`src/rtl/muldiv_exec_unit.sv`:
```
// Multi-cycle RV32M execute slot: iterative restoring divider and a multiplier.
// Stalls the front end while busy and pulses resultValid for one cycle on retirement.
module muldiv_exec_unit #(
  parameter int unsigned XLEN           = 32,
  parameter int unsigned DIV_RADIX_BITS = 1,
  parameter int unsigned MUL_LATENCY    = 2
) (
  input  logic            clk,
  input  logic            rst,
  input  logic            flush,
  input  logic            start,
  input  logic [2:0]      funct3,
  input  logic [XLEN-1:0] srcA,
  input  logic [XLEN-1:0] srcB,
  input  logic [4:0]      rdAddrIn,
  output logic            stall,
  output logic            resultValid,
  output logic [XLEN-1:0] result,
  output logic [4:0]      rdAddr
);

  localparam int unsigned DivIters = XLEN / DIV_RADIX_BITS;
  localparam int unsigned DivCntW  = $clog2(DivIters + 1);
  localparam int unsigned MulCntW  = $clog2(MUL_LATENCY + 1);
  localparam int unsigned CntW     = (DivCntW > MulCntW) ? DivCntW : MulCntW;
  localparam logic [CntW-1:0] MulLast = CntW'(MUL_LATENCY - 1);
  localparam logic [CntW-1:0] DivLast = CntW'(DivIters - 1);
  localparam logic [XLEN-1:0] MinNeg  = {1'b1, {(XLEN-1){1'b0}}};

  typedef enum logic [1:0] {StIdle, StMul, StDiv, StDone} state_e;

  state_e          state_q;
  logic [1:0]      op_q;
  logic [XLEN-1:0] a_q, b_q, rem_q, res_q, result_q;
  logic [CntW-1:0] cnt_q;
  logic            neg_quo_q, neg_rem_q;
  logic [4:0]      rd_q, rdaddr_q;

  // Operand preparation for a new op
  logic            sgn, a_neg, b_neg, div_zero, div_ovf;
  logic [XLEN-1:0] a_mag, b_mag, early_res;

  always_comb begin
    sgn       = ~funct3[0];
    a_neg     = sgn & srcA[XLEN-1];
    b_neg     = sgn & srcB[XLEN-1];
    a_mag     = a_neg ? -srcA : srcA;
    b_mag     = b_neg ? -srcB : srcB;
    div_zero  = (srcB == '0);
    div_ovf   = sgn & (srcA == MinNeg) & (&srcB);
    if (div_zero) early_res = funct3[1] ? srcA : '1;
    else          early_res = funct3[1] ? '0 : srcA;
  end

  // Operands are sign-extended to 2*XLEN so one unsigned multiply covers all signedness cases
  logic            mul_sa, mul_sb;
  logic [2*XLEN-1:0] mul_a, mul_b, mul_full;
  logic [XLEN-1:0] mul_res;

  always_comb begin
    mul_sa   = (op_q != 2'b11) & a_q[XLEN-1];
    mul_sb   = (op_q == 2'b01) & b_q[XLEN-1];
    mul_a    = {{XLEN{mul_sa}}, a_q};
    mul_b    = {{XLEN{mul_sb}}, b_q};
    mul_full = mul_a * mul_b;
    mul_res  = (op_q == 2'b00) ? mul_full[XLEN-1:0] : mul_full[2*XLEN-1:XLEN];
  end

  // Restoring divider step: a_q shifts dividend bits out and quotient bits in
  logic [XLEN:0]   dv_rem;
  logic [XLEN-1:0] dv_quo, quo_fix, rem_fix, div_res;

  always_comb begin
    dv_rem = {1'b0, rem_q};
    dv_quo = a_q;
    for (int i = 0; i < DIV_RADIX_BITS; i++) begin
      dv_rem = {dv_rem[XLEN-1:0], dv_quo[XLEN-1]};
      dv_quo = {dv_quo[XLEN-2:0], 1'b0};
      if (dv_rem >= {1'b0, b_q}) begin
        dv_rem    = dv_rem - {1'b0, b_q};
        dv_quo[0] = 1'b1;
      end
    end
    quo_fix = neg_quo_q ? -dv_quo : dv_quo;
    rem_fix = neg_rem_q ? -dv_rem[XLEN-1:0] : dv_rem[XLEN-1:0];
    div_res = op_q[1] ? rem_fix : quo_fix;
  end

  always_ff @(posedge clk) begin
    if (rst) begin
      state_q   <= StIdle;
      op_q      <= '0;
      a_q       <= '0;
      b_q       <= '0;
      rem_q     <= '0;
      res_q     <= '0;
      result_q  <= '0;
      cnt_q     <= '0;
      neg_quo_q <= 1'b0;
      neg_rem_q <= 1'b0;
      rd_q      <= '0;
      rdaddr_q  <= '0;
    end else if (flush) begin
      state_q <= StIdle;
    end else begin
      unique case (state_q)
        StIdle: begin
          if (start) begin
            op_q  <= funct3[1:0];
            rd_q  <= rdAddrIn;
            cnt_q <= '0;
            if (!funct3[2]) begin
              a_q     <= srcA;
              b_q     <= srcB;
              state_q <= StMul;
            end else if (div_zero || div_ovf) begin
              res_q   <= early_res;
              state_q <= StDone;
            end else begin
              a_q       <= a_mag;
              b_q       <= b_mag;
              rem_q     <= '0;
              neg_quo_q <= a_neg ^ b_neg;
              neg_rem_q <= a_neg;
              state_q   <= StDiv;
            end
          end
        end
        StMul: begin
          if (cnt_q == MulLast) begin
            res_q   <= mul_res;
            state_q <= StDone;
          end else begin
            cnt_q <= cnt_q + 1'b1;
          end
        end
        StDiv: begin
          rem_q <= dv_rem[XLEN-1:0];
          a_q   <= dv_quo;
          if (cnt_q == DivLast) begin
            res_q   <= div_res;
            state_q <= StDone;
          end else begin
            cnt_q <= cnt_q + 1'b1;
          end
        end
        StDone: begin
          result_q <= res_q;
          rdaddr_q <= rd_q;
          state_q  <= StIdle;
        end
        default: state_q <= StIdle;
      endcase
    end
  end

  always_comb begin
    stall       = ~rst & ~flush & (((state_q == StIdle) & start) |
                                   (state_q == StMul) | (state_q == StDiv));
    resultValid = ~rst & ~flush & (state_q == StDone);
    // The retiring value is visible in DONE; a flushed DONE never commits it
    result      = (state_q == StDone) ? res_q : result_q;
    rdAddr      = (state_q == StDone) ? rd_q : rdaddr_q;
  end

endmodule
```
`config.mk`:
```
export PLATFORM = sky130hd
export DESIGN_NAME = muldiv_exec_unit
export DESIGN_NICKNAME = d
export VERILOG_FILES = /design/src/rtl/muldiv_exec_unit.sv
export SDC_FILE = /design/constraint.sdc
export NUM_CORES = 2
export LEC_CHECK = 0
export CAP_MARGIN = 40
export CORE_MARGIN = 2
export CORE_UTILIZATION = 40
export DETAILED_ROUTE_END_ITERATION = 6
export GPL_TIMING_DRIVEN = 0
export HOLD_SLACK_MARGIN = 0.05
export PLACE_DENSITY = 0.52
export SLEW_MARGIN = 40
export SYNTH_ARGS = -nofsm -noshare
export SYNTH_HDL_FRONTEND = slang
export SYNTH_SLANG_ARGS = --single-unit
```
`constraint.sdc`:
```
create_clock -name clk -period 10.9 [get_ports clk]
set_clock_uncertainty 0.15 [all_clocks]
set_input_delay 1.09 -clock clk [delete_from_list [all_inputs] [get_ports clk]]
set_output_delay 1.09 -clock clk [all_outputs]
set_load 0.05 [all_outputs]
```
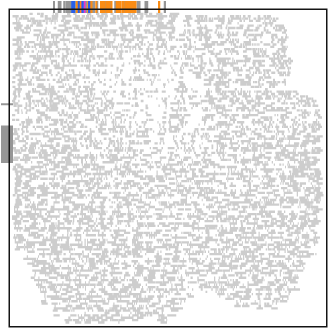
Fig. 1. Pin placement.
Pins as bars across the die edge, other pins in grey.
colour	port	pins	direction	edge
magenta	funct3	3	input	top
blue	rdAddrIn	5	input	top
cyan	resultValid	1	output	top
orange	srcA	32	input	top
all pins by edge	83 top, 32 left
DIE WIDTH: 365 um
I/O Buffers: 108

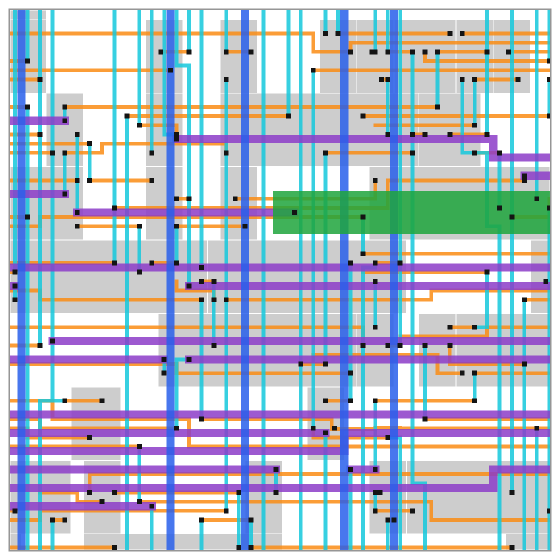
Fig. 2. Zoomed window.
Window x 81 to 101, y 81 to 101 um. Cells in grey, sequential cells in the stronger grey; small squares are vias.
colour	layer
green	M5
purple	M3
cyan	M2
orange	M1
blue	M4
sequential cells in the window	0
cells with their middle in the window	26
most frequent	clkbuf_1 (7), inv_1 (6), fa_1 (6)

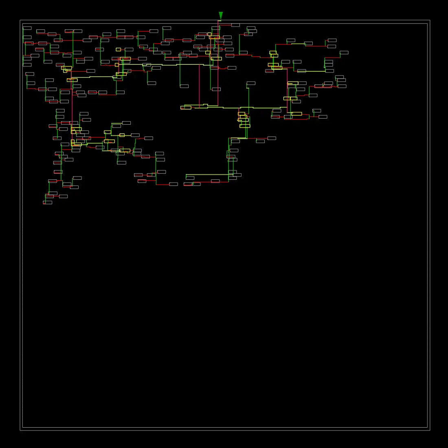
Fig. 3. Clock routing.
Clock group: 0.678 mW
CTS Sinks: 182
TritonCTS buffer count: 17
sequential cell count: 182

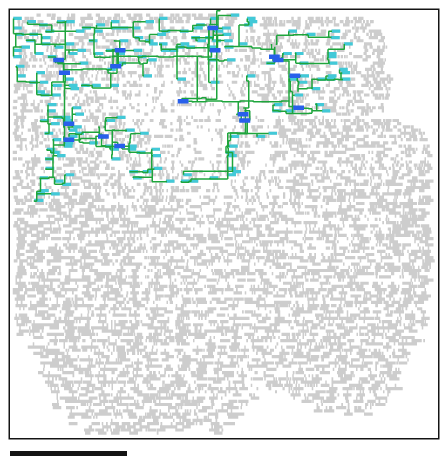
Fig. 4. Routed clock nets over the placement.
The bar under the picture is 100 um long.
[green] clock wires | length: 3020 um
[cyan] flip-flops | count: 182
[blue] clock-net drivers | count: 17
routed clock nets	18
clock share of power: 0.146
clk_lat worst skew: 0.48 ns

==> flow_summary.toml <==
# physical design summary
[finish]
sh_comb_area = 0.750
clockBufferCount = 17
syn_to_final_growth_pct = 8.21

[sta]
hold_viol_final = 0
whs_ns = 0.305
slew_headroom = 0.327
worstMarginPinSlew_ns = 1.00

[worst_setup_path]
startpoint = "a_q[27]"
worst-endpoint-required_ns = 11.11
worst_path_largest_cell_delay_ns = 0.75
worstSetupPathType = "register to register"
reg2reg_slack_ns = 0.21
cp_top_family = "adder cells"
endpoint = "res_q[28]"
path_max_fanout = 10

[cts]
postCtsResizedCells = 10
cts_root_buf = "clkbuf_16"
hold_buffers = 0
clk_pin_slew_worst_paths_ns = 0.08
clk_path_buf_depth = 2
cts_tree = "built"

[global_routing]
grt.met3_usage = 0.0765
track_usage = 0.358
grt_pass1_wl_um = 335000

[detailed_routing]
antenna_left = 0
firstDrtPassIters = 5
drt-initial-drc-count = 4915

[logic_synthesis]
yosysChipArea_um2 = 52100
yosysCellCount = 6285
synth_area_um2 = 52100
synth-xor-area-share = 0.0360
fa_ha_area_frac = 0.494
edf_count = 0
ys.warnings.count = 0

[outcome]
outcome = "finished, final reports clean"

[floorplanning]
chipArea_um2 = 133000
pin_count = 115

[pwr]
pg_seq_mw = 0.734
p_leak_nw = 25.0
intPower_mw = 1.99

[min_path]
hold_path_depth = 2
registers in the layout (all words and copies together) (netlist names):
register / cells
state_q: 2
neg_quo_q: 1
rem_q: 32
b_q: 32
rd_q: 5
op_q: 2
res_q: 32
rdaddr_q: 5
a_q: 32
result_q: 32
neg_rem_q: 1
cnt_q: 6
per-stage QoR:
step	cell area [um2]	utilization	total power, mW	std cells
3_5_place_dp	55600	0.430	3.89	8139
5_1_grt	56300	0.435	4.90	8179
2_1_floorplan	52100	-	2.55	6285
4_1_cts	56300	0.435	4.58	8173
6_report	56400	0.436	4.63	8196
3_3_place_gp	55300	0.428	3.87	8135
No activity file was given, so power comes from the tool's default toggle rates.
